### src/rtl/uart_recv_control_pkg.sv
// uart_recv_control_pkg: shared state encodings, error codes and frame defaults
package uart_recv_control_pkg;
  typedef enum logic [2:0] {S_HDR = 3'd0, S_CMD = 3'd1, S_PH = 3'd2, S_PL = 3'd3, S_SUM = 3'd4} parse_state_t;
  typedef enum logic [1:0] {IDLE = 2'd0, START = 2'd1, DATA = 2'd2, STOP = 2'd3} rx_state_t;
  localparam logic [1:0] ERR_STOP = 2'b01;
  localparam logic [1:0] ERR_SUM = 2'b10;
  localparam logic [1:0] ERR_TMO = 2'b11;
  localparam logic [7:0] DEF_FRAME_HDR = 8'hA5;
endpackage

### src/rtl/uart_recv_control_recv.sv
// uart_recv: 8N1 byte deserialiser with input synchroniser and mid-bit sampling
module uart_recv
  import uart_recv_control_pkg::*;
#(
  parameter int CLK_FREQ = 200000000,
  parameter int UART_BPS = 115200
) (
  input  logic       sys_clk,
  input  logic       sys_rst_n,
  input  logic       uart_rxd,
  output logic [7:0] uart_dout,
  output logic       done_flag,
  output logic       stop_err,
  output logic       rx_busy
);
  localparam int BPS_CNT = CLK_FREQ / UART_BPS;
  localparam int CW = $clog2(BPS_CNT);
  localparam logic [CW-1:0] CNT_MAX = CW'(BPS_CNT - 1);
  localparam logic [CW-1:0] CNT_MID = CW'(BPS_CNT / 2);
  logic s1, s2, s3, armed, fall, mid;
  logic [1:0] warm;
  logic [CW-1:0] cnt;
  logic [2:0] idx;
  logic [7:0] sh;
  rx_state_t st;
  // armed only after a genuine high is seen, so a line held low through reset never fakes a start
  assign fall = st == IDLE && armed && s3 && !s2;
  assign mid = cnt == CNT_MID;
  assign rx_busy = st != IDLE;
  // two-flop synchroniser plus edge-detect flop; warm marks when s2 reflects the real pin
  always_ff @(posedge sys_clk or negedge sys_rst_n) begin
    if (!sys_rst_n) begin
      {s1, s2, s3} <= 3'b111;
      warm <= 2'b00;
    end else begin
      {s1, s2, s3} <= {uart_rxd, s1, s2};
      warm <= {warm[0], 1'b1};
    end
  end
  // bit FSM: baud counter restarts on the start edge, every bit sampled at its midpoint
  always_ff @(posedge sys_clk or negedge sys_rst_n) begin
    if (!sys_rst_n) begin
      st <= IDLE;
      cnt <= '0;
      idx <= '0;
      sh <= '0;
      uart_dout <= '0;
      done_flag <= 1'b0;
      stop_err <= 1'b0;
      armed <= 1'b0;
    end else begin
      done_flag <= 1'b0;
      stop_err <= 1'b0;
      cnt <= (st == IDLE || cnt == CNT_MAX) ? '0 : cnt + 1'b1;
      if (st == IDLE && warm[1] && s2) armed <= 1'b1;
      case (st)
        IDLE: if (fall) st <= START;
        START: if (mid) begin
          st <= s2 ? IDLE : DATA;
          idx <= '0;
        end
        DATA: if (mid) begin
          sh <= {s2, sh[7:1]};
          idx <= idx + 1'b1;
          if (idx == 3'd7) st <= STOP;
        end
        default: if (mid) begin
          st <= IDLE;
          if (s2) begin
            uart_dout <= sh;
            done_flag <= 1'b1;
          end else begin
            stop_err <= 1'b1;
            armed <= 1'b0;
          end
        end
      endcase
    end
  end
endmodule

### src/rtl/uart_recv_control.sv
// uart_recv_control: parses 5-byte command frames from the UART into command strobes and errors
module uart_recv_control
  import uart_recv_control_pkg::*;
#(
  parameter int CLK_FREQ = 200000000,
  parameter int UART_BPS = 115200,
  parameter logic [7:0] FRAME_HDR = DEF_FRAME_HDR,
  parameter int TIMEOUT_CLKS = 2000000
) (
  input  logic        in_clk,
  input  logic        in_rst,
  input  logic        in_uart_rxd,
  output logic [7:0]  out_rx_byte,
  output logic        out_rx_byte_valid,
  output logic [7:0]  out_cmd,
  output logic [15:0] out_param,
  output logic        out_cmd_valid,
  output logic        out_err,
  output logic [1:0]  out_err_code,
  output logic        out_busy
);
  localparam int TW = $clog2(TIMEOUT_CLKS + 1);
  localparam logic [TW-1:0] TMO_MAX = TW'(TIMEOUT_CLKS);
  logic rx_busy, stop_err, tmo_hit;
  logic [7:0] cmd_r, ph_r, pl_r, sum;
  logic [TW-1:0] tmo;
  parse_state_t ps;
  uart_recv #(.CLK_FREQ(CLK_FREQ), .UART_BPS(UART_BPS)) u_recv (
    .sys_clk(in_clk),
    .sys_rst_n(in_rst),
    .uart_rxd(in_uart_rxd),
    .uart_dout(out_rx_byte),
    .done_flag(out_rx_byte_valid),
    .stop_err(stop_err),
    .rx_busy(rx_busy)
  );
  assign sum = cmd_r + ph_r + pl_r;
  assign tmo_hit = ps != S_HDR && tmo == TMO_MAX;
  assign out_busy = rx_busy || ps != S_HDR;
  // frame parser; priority is stop error, then byte arrival, then inter-byte timeout
  always_ff @(posedge in_clk or negedge in_rst) begin
    if (!in_rst) begin
      ps <= S_HDR;
      tmo <= '0;
      cmd_r <= '0;
      ph_r <= '0;
      pl_r <= '0;
      out_cmd <= '0;
      out_param <= '0;
      out_cmd_valid <= 1'b0;
      out_err <= 1'b0;
      out_err_code <= '0;
    end else begin
      out_cmd_valid <= 1'b0;
      out_err <= 1'b0;
      tmo <= (ps == S_HDR || out_rx_byte_valid) ? '0 : tmo + 1'b1;
      if (stop_err) begin
        out_err <= 1'b1;
        out_err_code <= ERR_STOP;
        ps <= S_HDR;
      end else if (out_rx_byte_valid) begin
        case (ps)
          S_HDR: if (out_rx_byte == FRAME_HDR) ps <= S_CMD;
          S_CMD: begin
            cmd_r <= out_rx_byte;
            ps <= S_PH;
          end
          S_PH: begin
            ph_r <= out_rx_byte;
            ps <= S_PL;
          end
          S_PL: begin
            pl_r <= out_rx_byte;
            ps <= S_SUM;
          end
          default: begin
            ps <= S_HDR;
            if (out_rx_byte == sum) begin
              out_cmd <= cmd_r;
              out_param <= {ph_r, pl_r};
              out_cmd_valid <= 1'b1;
            end else begin
              out_err <= 1'b1;
              out_err_code <= ERR_SUM;
            end
          end
        endcase
      end else if (tmo_hit) begin
        out_err <= 1'b1;
        out_err_code <= ERR_TMO;
        ps <= S_HDR;
      end
    end
  end
endmodule

### config.mk
export PLATFORM = sky130hd
export DESIGN_NAME = uart_recv_control
export DESIGN_NICKNAME = d
export VERILOG_FILES = /design/src/rtl/uart_recv_control_pkg.sv /design/src/rtl/uart_recv_control_recv.sv /design/src/rtl/uart_recv_control.sv
export SDC_FILE = /design/constraint.sdc
export NUM_CORES = 1
export LEC_CHECK = 0
export ABC_CLOCK_PERIOD_IN_PS = 3300
export CORE_MARGIN = 1
export CORE_UTILIZATION = 40
export DETAILED_ROUTE_END_ITERATION = 10
export PLACE_DENSITY = 0.64
export SLEW_MARGIN = 20
export SYNTH_ARGS = -nofsm -noshare
export SYNTH_HDL_FRONTEND = slang
export SYNTH_SLANG_ARGS = --single-unit
### constraint.sdc
create_clock -name in_clk -period 3.3 [get_ports in_clk]
set_input_delay 0.99 -clock in_clk [delete_from_list [all_inputs] [get_ports in_clk]]
set_output_delay 0.99 -clock in_clk [all_outputs]
set_load 0.02 [all_outputs]
==> run_1/m1.png <==
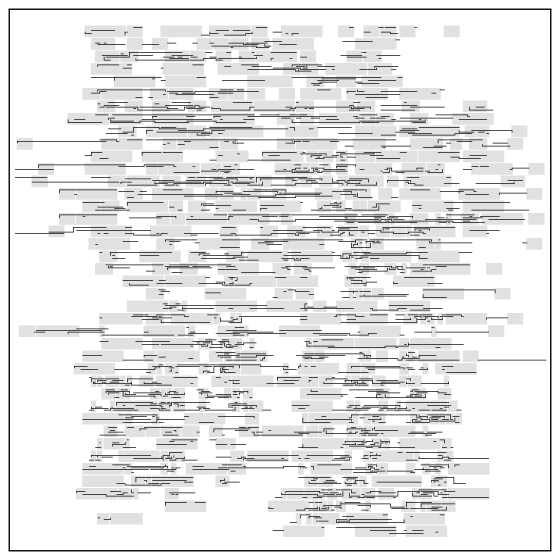
- nets with wire on the layer: 482
- wire length on this layer: 4850 um
- longest straight run: 54.3 um
- main direction: horizontal
total vias in the final route: 3456
Routed Wire Length: 10.2 mm

==> run_1/util_map.png <==
Bar = 20 um. The die is cut into 12 by 12 equal tiles; dark blue is low, red is high, 0 to 100% covered.
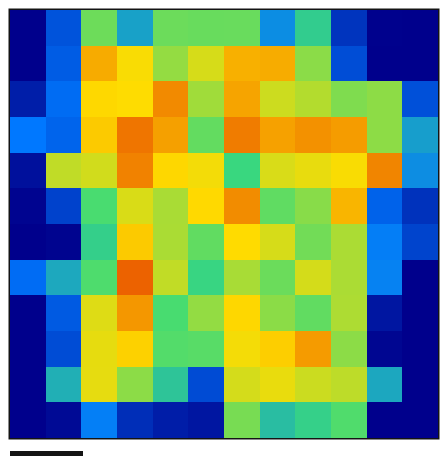
- tiles over 75% full: 19%
- nearly empty tiles: 14%
- fullest tile: 89%
- mean over tiles: 47%
end-of-flow core utilization: 52.1%
core footprint: 12800 um2
core utilization before placement: 41.6%

==> run summary, run 1 <==
Results of the full flow below.

Run status:
- The flow ran to the end, and the final reports show no timing, DRC or antenna violations.

Final timing:
- Setup repair after global routing could not meet its margin everywhere.
- For the finished layout, the period the worst path requires is 3.28 ns.
- Adding up every negative setup slack in the final design gives 0 ns.
- The final hold violation count recorded for this run is 0.
- The run gives the share of the clock period used by the worst path after layout as 99.3%.
- The final timing report lists a max-slew violation count of 0.
- The run puts the final count of negative-setup-slack endpoints at 0.
- The run gives the post-route clock skew as 0.0113 ns.
- The run puts the slew at the pin with the worst max-slew slack at 0.899 ns.
- Per the timing report, the achievable frequency comes out to 0.305 GHz.
- The run gives the normalized max-slew margin as 39.8%.

Detailed routing:
- The run gives the per-cell via count in the routed design as 5.05.
- Per the detail_route report, DRC violations left total 0.
- Nets still carrying antenna violations after routing amount to 0.
- The run gives the total met2 wirelength after detailed routing as 4.95 mm.
- The run gives the highest metal layer with signal wires as met4.
- The run puts the number of DRC markers after the initial detailed-route iteration at 191.
- In the log, the iteration count for the first detailed-route pass is 4.
- The run gives the amount of wire on met3 after detailed routing as 297 um.
- The run puts the routed length on met1 at 4.85 mm.

Logic synthesis:
- The run puts the post-synthesis instance area at 5340 um2.
- The run puts the total cells reported by yosys after synthesis at 435.
- The run puts the multiplexer fraction of the synthesized cell area at 13.5%.
- After synthesis, flip-flops and latches occupy 54.5% of the total area.
- The run gives the number of enable-type register cells in the synthesized netlist as 0.
- The run gives the top cell type's share of synthesized area as 53.0%.
- In the post-synthesis netlist, the cell with the most instances is dfrtp_1.
- The run puts the synthesized-area fraction occupied by and/or/nand/nor cells at 11.8%.
- The run gives the number of warning messages in the yosys log as 0.
- According to the Yosys statistics, the synthesized design has a chip area of 5340 um2.
- The run gives the mean cell area of the mapped netlist as 12.3 um2.
- The run puts the area fraction in compound gates at 5.18%.
- The run gives the prevailing post-synth register cell as dfrtp_1.
- Yosys attributes the largest share of cell area to dfrtp_1 (53%), mux2_2 (13%), ha_1 (3.8%), xor2_1 (3.3%), fa_1 (3.0%).
- The run gives the async set or reset register ratio after synthesis as 100%.
- Summing the areas of all xor and xnor instances in the mapped netlist gives 6.24% of the synthesized area.
- Per the post-synthesis report, the nets total 462.
- The run gives the synthesized instance count as 435.
- The run puts the synthesized-area fraction occupied by adder cells at 6.75%.
- Yosys shows that the main logic family after synthesis is multiplexers.
- Of all cell types, the one taking the most synthesized area is dfrtp_1.
- The run gives the count of state elements after synthesis as 116.
- The run puts the number of library cell types mapped by synthesis at 43.
- The commonest cells after synthesis are dfrtp_1 (113), mux2_2 (63), nor2_1 (39).

Cells and area:
- The run gives the area of all sequential standard cells as 2910 um2.
- The register with the most flip-flops in the final layout is tmo.
- In the final layout, the fill cell count is 1141.
- The finished design was reported to have a net count of 526.
- The most common logic cells in the final layout are dfrtp_1 (113), mux2_2 (54), nor2_1 (39), clkdlybuf4s50_1 (39), xor2_1 (20).
- The run puts the share of cell area taken by multi-input logic gates at 35.6%.
- With fillers left out, the area of the finished cells amounts to 6680 um2.
- The run gives the dominant kind of cell by area as registers.
- Counting only logic cells after layout, the most numerous master is dfrtp_1.
- Counting the inverters off the clock network in the layout gives 16.
- Sequential cells placed in the final layout were counted as 116.
- The run puts the proportion of cell area occupied by registers at 43.5%.
- Of all the cell area in the finished design, non-clock buffers hold 8.20%.
- The run gives the footprint of the multi-input gates as 2380 um2.
- The run puts the proportion of cell area spent on the clock network at 8.58%.
- The largest registers in the layout are tmo (21), out_param (16), u_recv.cnt (11).
- The run puts the diode insertion count for antenna repair at 0.
- The run puts the ratio of cells with drive above 1 in the final layout at 23.0%.
- The run gives the multi-input combinational gate total as 295.
- Counting plain and timing-repair buffers in the layout gives 53.
- The run puts the growth of design area from synthesis to finish at 25.2%.
- After layout, the clock buffer instance count stands at 17.
- The run puts the flip-flop count of the largest register, all copies and words added at 21.

Worst setup path:
- The run gives the start of the worst register-to-register path as pl_r[1].
- STA classifies the critical path startpoint as a register.
- The kind of cell with the highest combined delay along the critical path is adder cells.
- Per STA, the startpoint of the critical path is pl_r[1].
- STA classifies the critical path endpoint as a register.
- The signal on the critical path passes through fa_1 > ha_2 > fa_2 > a21o_1 > a21oi_2 > xnor2_1 > nand4_1 > nor4_4 > buf_4 > buf_12 > mux2_2.
- For the worst setup path, the data arrival time is 3.57 ns.
- The run puts the total buffers and inverters traversed by the critical path at 2.
- The run gives the required time of the worst setup path as 3.60 ns.
- The run gives the type of the worst setup path as reg2reg.
- The run gives the delay contributed by the slowest stage of the critical path as 0.50 ns.
- On the critical path, the stage with the largest delay is an instance of fa_1.
- The run gives the highest fanout seen on the critical path as 9.

Flow run:
- The run puts the number of warnings the tools reported at 34.
- The run gives the max-cap check violation count as 0.

GRT:
- The run puts the wire length of the first global-routing pass at 17.5 mm.
- The run puts the global routing met3 resource utilization at 5.43%.
- The initial antenna violation count was 0.
- The run gives the largest net degree at the start of global routing as 117.
- The via count of the first global-routing pass was 3533.
- After global routing the overflow that remains totals 0.
- The run puts the overall global routing resource usage at 16.2%.

Power:
- The run puts the part of the total power dissipated in combinational logic at 7.2%.
- The run puts the share of total power consumed by net switching at 25.9%.
- The run puts the total power draw at 3.51 mW.
- The run puts the clock network power at 1.76 mW.
- The run puts the fraction of power consumed by the clock network at 50.1%.
- The run gives the largest voltage drop on the vdd net as 0.311 mV.
- The run puts the design internal power at 2.60 mW.
- Sequential cells burn 42.8% of the power.
- The run gives the leakage power of the design as 3.11 nW.
- The run puts the sequential power at 1.50 mW.
- The run gives the power per cell area as 526 nW/um2.
- Per report_power, the top consumer among the power groups is clock.
- The run puts the power of the combinational group at 252 uW.
- The run gives the reported net switching power as 908 uW.

Floorplanning:
- Measured along the x axis, the die boundary spans 118 um.
- Row generation in the floorplan step produced 41 rows.
- The run gives the well-tap cell count as 172.
- The floorplan step set the die height to 118 um.
- According to the floorplan report, the total die area is 13800 um2.
- The floorplan report gives the top-level pin count as 41.

Placed design:
- The run puts the cell area after placement at 5970 um2.
- The run puts the total of buffers placed on input and output ports at 40.
- At the end of routability-driven placement, the weighted congestion stood at 0.798.
- The run puts the placed wire-length estimate after detailed placement at 6.62 mm.

Clock tree:
- The later pin in the worst-skew pair is clocked with a latency of 0.42 ns.
- The run puts the worst-case clock buffer depth at 2.
- The run puts the CTS buffer count at 17.
- The run gives the TritonCTS clock tree as done.
- The run puts the number of H-tree levels at 4.
- The run gives the root buffer selected by CTS as clkbuf_16.
- The run gives the clock transition at the register clock pins on the worst setup and hold paths after CTS as 0.06 ns.
- The run gives the hold buffer count at cts as 0.
- The run puts the total number of clock tree sinks at 116.

Min path:
- In this run the worst hold path is classified as reg2reg.
- The startpoint identified for the worst hold timing path is u_recv.warm[0].
==> run_1/congestion_map.png <==
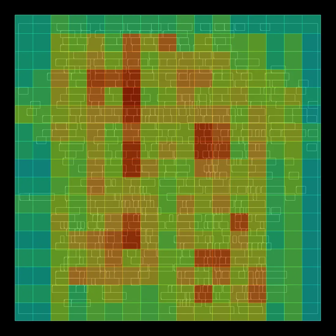
met1 usage: 20.8%
GRT Max-Usage Layer: met2
met2 track utilization from global routing: 25.4%
post-detailed-route wirelength per cell: 15.0 um

[run 1: final timing paths]
path	end	slack (ns)	cells after the start
max	out_param[3]	0.02	11
min	u_recv.warm[1]	0.35	0
max reg2reg	out_param[3]	0.02	11
min reg2reg	u_recv.warm[1]	0.35	0
max in group asynchronous	cmd_r[2]	2.17	2
min in group asynchronous	u_recv.cnt[2]	0.64	2
[run 1: metrics by stage]
stage	setup WS, ns	hold WS [ns]	instances
floorplan	0.0304	0.331	435
global placement	0.00751	0.334	645
detailed placement	-0.101	0.338	645
CTS	0.0191	0.351	684
global route	-0.126	0.352	684
finish	0.0238	0.349	684
[run 1: what timing repair did]
| action | CTS | global route |
|---|---|---|
| cloned | 2 | 0 |
| setup buffers | 5 | 2 |
| resized | 5 | 16 |
| pin swaps | 3 | 9 |
| endpoints found under the setup margin | 25 | 24 |
--- run 2 (diff from run 1) ---
ABC_CLOCK_PERIOD_IN_PS = not set   (was 3300)
HOLD_SLACK_MARGIN = 0.02   (was not set)
==> run_2/congestion_map.png <==
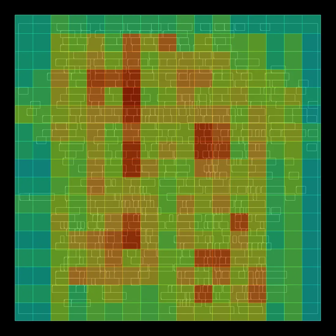
all-layer global routing usage: 16.2%
met3 Track Usage GR: 5.43%

==> run_2/m2.png <==
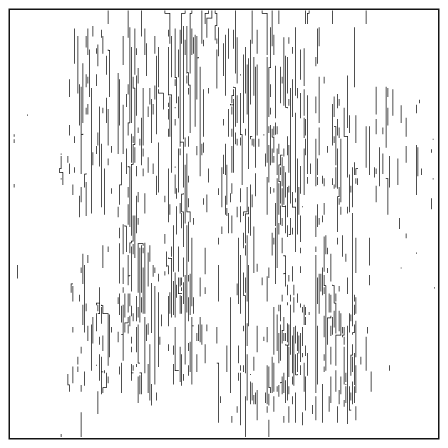
- wire length on this layer: 4950 um
- longest straight run: 37.7 um
- share of all routed wire: 48%
- nets with wire on the layer: 462

==> run_2/m4.png <==
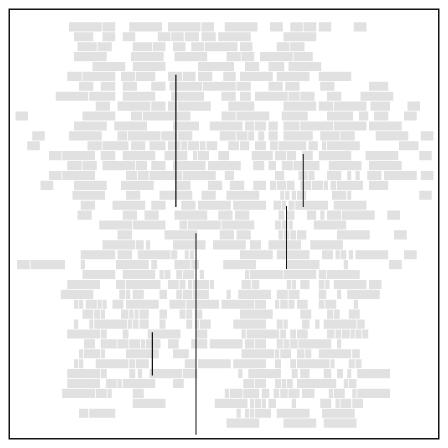
- wire length on this layer: 134 um
- longest straight run: 55.1 um
- nets with wire on the layer: 2

==> run summary, run 2 <==
Results of the full flow below.

Run status:
- The run finished with clean final reports.

Logic synthesis:
- The run puts the Yosys chip area at 5340 um2 (unchanged).
- The run puts the number of nets in the synthesized netlist at 462 (unchanged).
- The post-synthesis instance area was 5340 um2 (unchanged).
- The main area contributors are dfrtp_1 (53%), mux2_2 (13%), ha_1 (3.8%), xor2_1 (3.3%), fa_1 (3.0%).
- Of all cell types, the one taking the most synthesized area is dfrtp_1.
- The count of state elements after synthesis was 116 (unchanged).
- The number of enable-type register cells in the synthesized netlist was 0 (unchanged).
- The run gives the most repeated cell in the gate-level netlist after synthesis as dfrtp_1.
- Ranked by instance count, the synthesized netlist is headed by dfrtp_1 (113), mux2_2 (63), nor2_1 (39).
- The run gives the total cells reported by yosys after synthesis as 435 (unchanged).
- The commonest register cell is dfrtp_1.
- The run gives the async set or reset register ratio after synthesis as 100% (unchanged).
- The synthesized instance count is 435 (unchanged).
- The top cell type's share of synthesized area was 53.0% (unchanged).

Clock tree:
- The run gives the insertion delay to the later sink of the worst-skew pair as 0.42 ns (about the same).
- The run gives the worst-case clock buffer depth as 2 (unchanged).
- The hold buffer count at cts came to 0 (unchanged).
- TritonCTS built the clock tree.
- The run puts the clock transition at the register clock pins on the worst setup and hold paths after CTS at 0.06 ns (about the same).
- The run gives the CTS buffer count as 17 (unchanged).

Power:
- The share of total power consumed by net switching came to 25.9% (unchanged).
- The sequential cell fraction of total power was 42.8% (about the same).
- The reported net switching power was 908 uW (unchanged).
- The leakage power of the design is 3.11 nW (unchanged).
- The run gives the sequential power as 1.50 mW (about the same).
- The run gives the part of the total power dissipated in combinational logic as 7.2% (about the same).
- The design internal power is 2.60 mW (unchanged).
- The run gives the power per cell area as 526 nW/um2 (unchanged).
- The clock network power is 1.76 mW (about the same).
- The run gives the total power draw as 3.51 mW (unchanged).

Detailed routing:
- The run gives the total met2 wirelength after detailed routing as 4.95 mm (unchanged).
- The per-cell via count in the routed design is 5.05 (unchanged).
- The run puts the via count at 3456 (unchanged).
- The run gives the number of remaining DRC errors as 0 (unchanged).
- The run gives the amount of wire on met3 after detailed routing as 297 um (unchanged).
- The iteration tally of the first detailed-router pass came to 4 (unchanged).
- The run puts the average wire length per cell after detail routing at 15.0 um (unchanged).

Cells and area:
- The inverter count of the layout excluding clock inverters was 16 (unchanged).
- The run gives the dominant kind of cell by area as registers.
- The diode insertion count for antenna repair came to 0 (unchanged).
- The run puts the share of cell area taken by multi-input logic gates at 35.6% (unchanged).
- The run puts the number of buffers other than clock buffers in the final layout at 53 (unchanged).
- The run puts the ratio of cells with drive above 1 in the final layout at 23.0% (unchanged).
- The area of all sequential standard cells came to 2910 um2 (unchanged).
- The run gives the final layout net count as 526 (unchanged).
- The final design instance area without fill is 6680 um2 (unchanged).
- The run puts the footprint of the multi-input gates at 2380 um2 (unchanged).
- The run gives the flip-flop count of the largest register, all copies and words added as 21 (unchanged).
- The run gives the count of flip-flops and latches as 116 (unchanged).
- The run puts the multi-input combinational gate total at 295 (unchanged).
- The run gives the proportion of cell area spent on the clock network as 8.58% (unchanged).
- By instance count after routing, the leading logic cell types are dfrtp_1 (113), mux2_2 (54), nor2_1 (39), clkdlybuf4s50_1 (39), xor2_1 (20).

Floorplanning:
- The run gives the die extent in x as 118 um (unchanged).
- The number of core rows is 41 (unchanged).
- The run gives the well-tap cell count as 172 (unchanged).
- The run puts the core area at 12800 um2 (unchanged).

Final timing:
- The run puts the final period demand of the worst path at 3.28 ns (unchanged).
- The run puts the post-route clock skew at 0.0113 ns (unchanged).
- The run puts the slew at the pin with the worst max-slew slack at 0.899 ns (unchanged).
- The number of pins exceeding their max-slew limit in the final report was 0 (unchanged).
- The run gives the normalized max-slew margin as 39.8% (unchanged).
- The share of the clock period used by the worst path after layout is 99.3% (unchanged).

Placed design:
- The run puts the total of buffers placed on input and output ports at 40 (unchanged).
- The run gives the number of placed cells counting well taps as 645 (unchanged).
- The pre-CTS setup slack is -0.101 ns (unchanged).

Worst setup path:
- For reference, the critical path cell chain is fa_1 > ha_2 > fa_2 > a21o_1 > a21oi_2 > xnor2_1 > nand4_1 > nor4_4 > buf_4 > buf_12 > mux2_2.
- The run puts the total buffers and inverters traversed by the critical path at 2 (unchanged).
- The run gives the capture instance of the worst register-to-register path as out_param[3].
- According to the timing report, the critical path is launched from pl_r[1].
- The worst setup path is launched from a register.
- The number of cells on the critical path is 11 (unchanged).
- The run puts the highest fanout seen on the critical path at 9 (unchanged).
- The run puts the required time of the worst setup path at 3.60 ns (about the same).
- The worst setup path is captured at a register.
- The run puts the delay contributed by the slowest stage of the critical path at 0.50 ns (about the same).

GRT:
- The run gives the wire length of the first global-routing pass as 17.5 mm (unchanged).
- The run gives the met2 usage as 25.4% (unchanged).
- The run puts the met1 routing resource usage after global routing at 20.8% (unchanged).
- The total global routing overflow was 0 (unchanged).
- The run puts the initial antenna violation count at 0 (unchanged).
- The run puts the largest net degree at the start of global routing at 117 (unchanged).

Flow run:
- The run puts the max-cap check violation count at 0 (unchanged).
- The run puts the number of warnings the tools reported at 34 (unchanged).

Min path:
- The worst hold path terminates at u_recv.warm[1].
- The run gives the launch instance of the worst min-delay path as u_recv.warm[0].
[run 2: logic make-up after synthesis]
logic type / after synthesis / share of synthesized area (%)
multiplexers: 64 / 13.5
XOR/XNOR: 38 / 6.24
buffers and inverters: 24 / 1.99
AND-OR/OR-AND: 46 / 5.18
adder cells (fa/ha/maj): 24 / 6.75
other: 1 / 0.0703
AND/OR/NAND/NOR: 122 / 11.8
flip-flops: 116 / 54.5
[run 2: metrics by stage]
stage                     util [%]  hold slack [ns]
final                         52.1            0.349
after global routing          52.1            0.352
after CTS                     51.8            0.351
after detailed placement      46.6            0.338
after global placement        46.6            0.334
after floorplan                  -            0.331
[run 2: repair_timing]
item / in CTS / in global routing
setup endpoints to repair: 25 / 24
resized: 5 / 16
pin swaps: 3 / 9
gates cloned: 2 / 0
buffers inserted: 5 / 2
Power figures rest on the tool's default switching activity, not on a simulated workload.
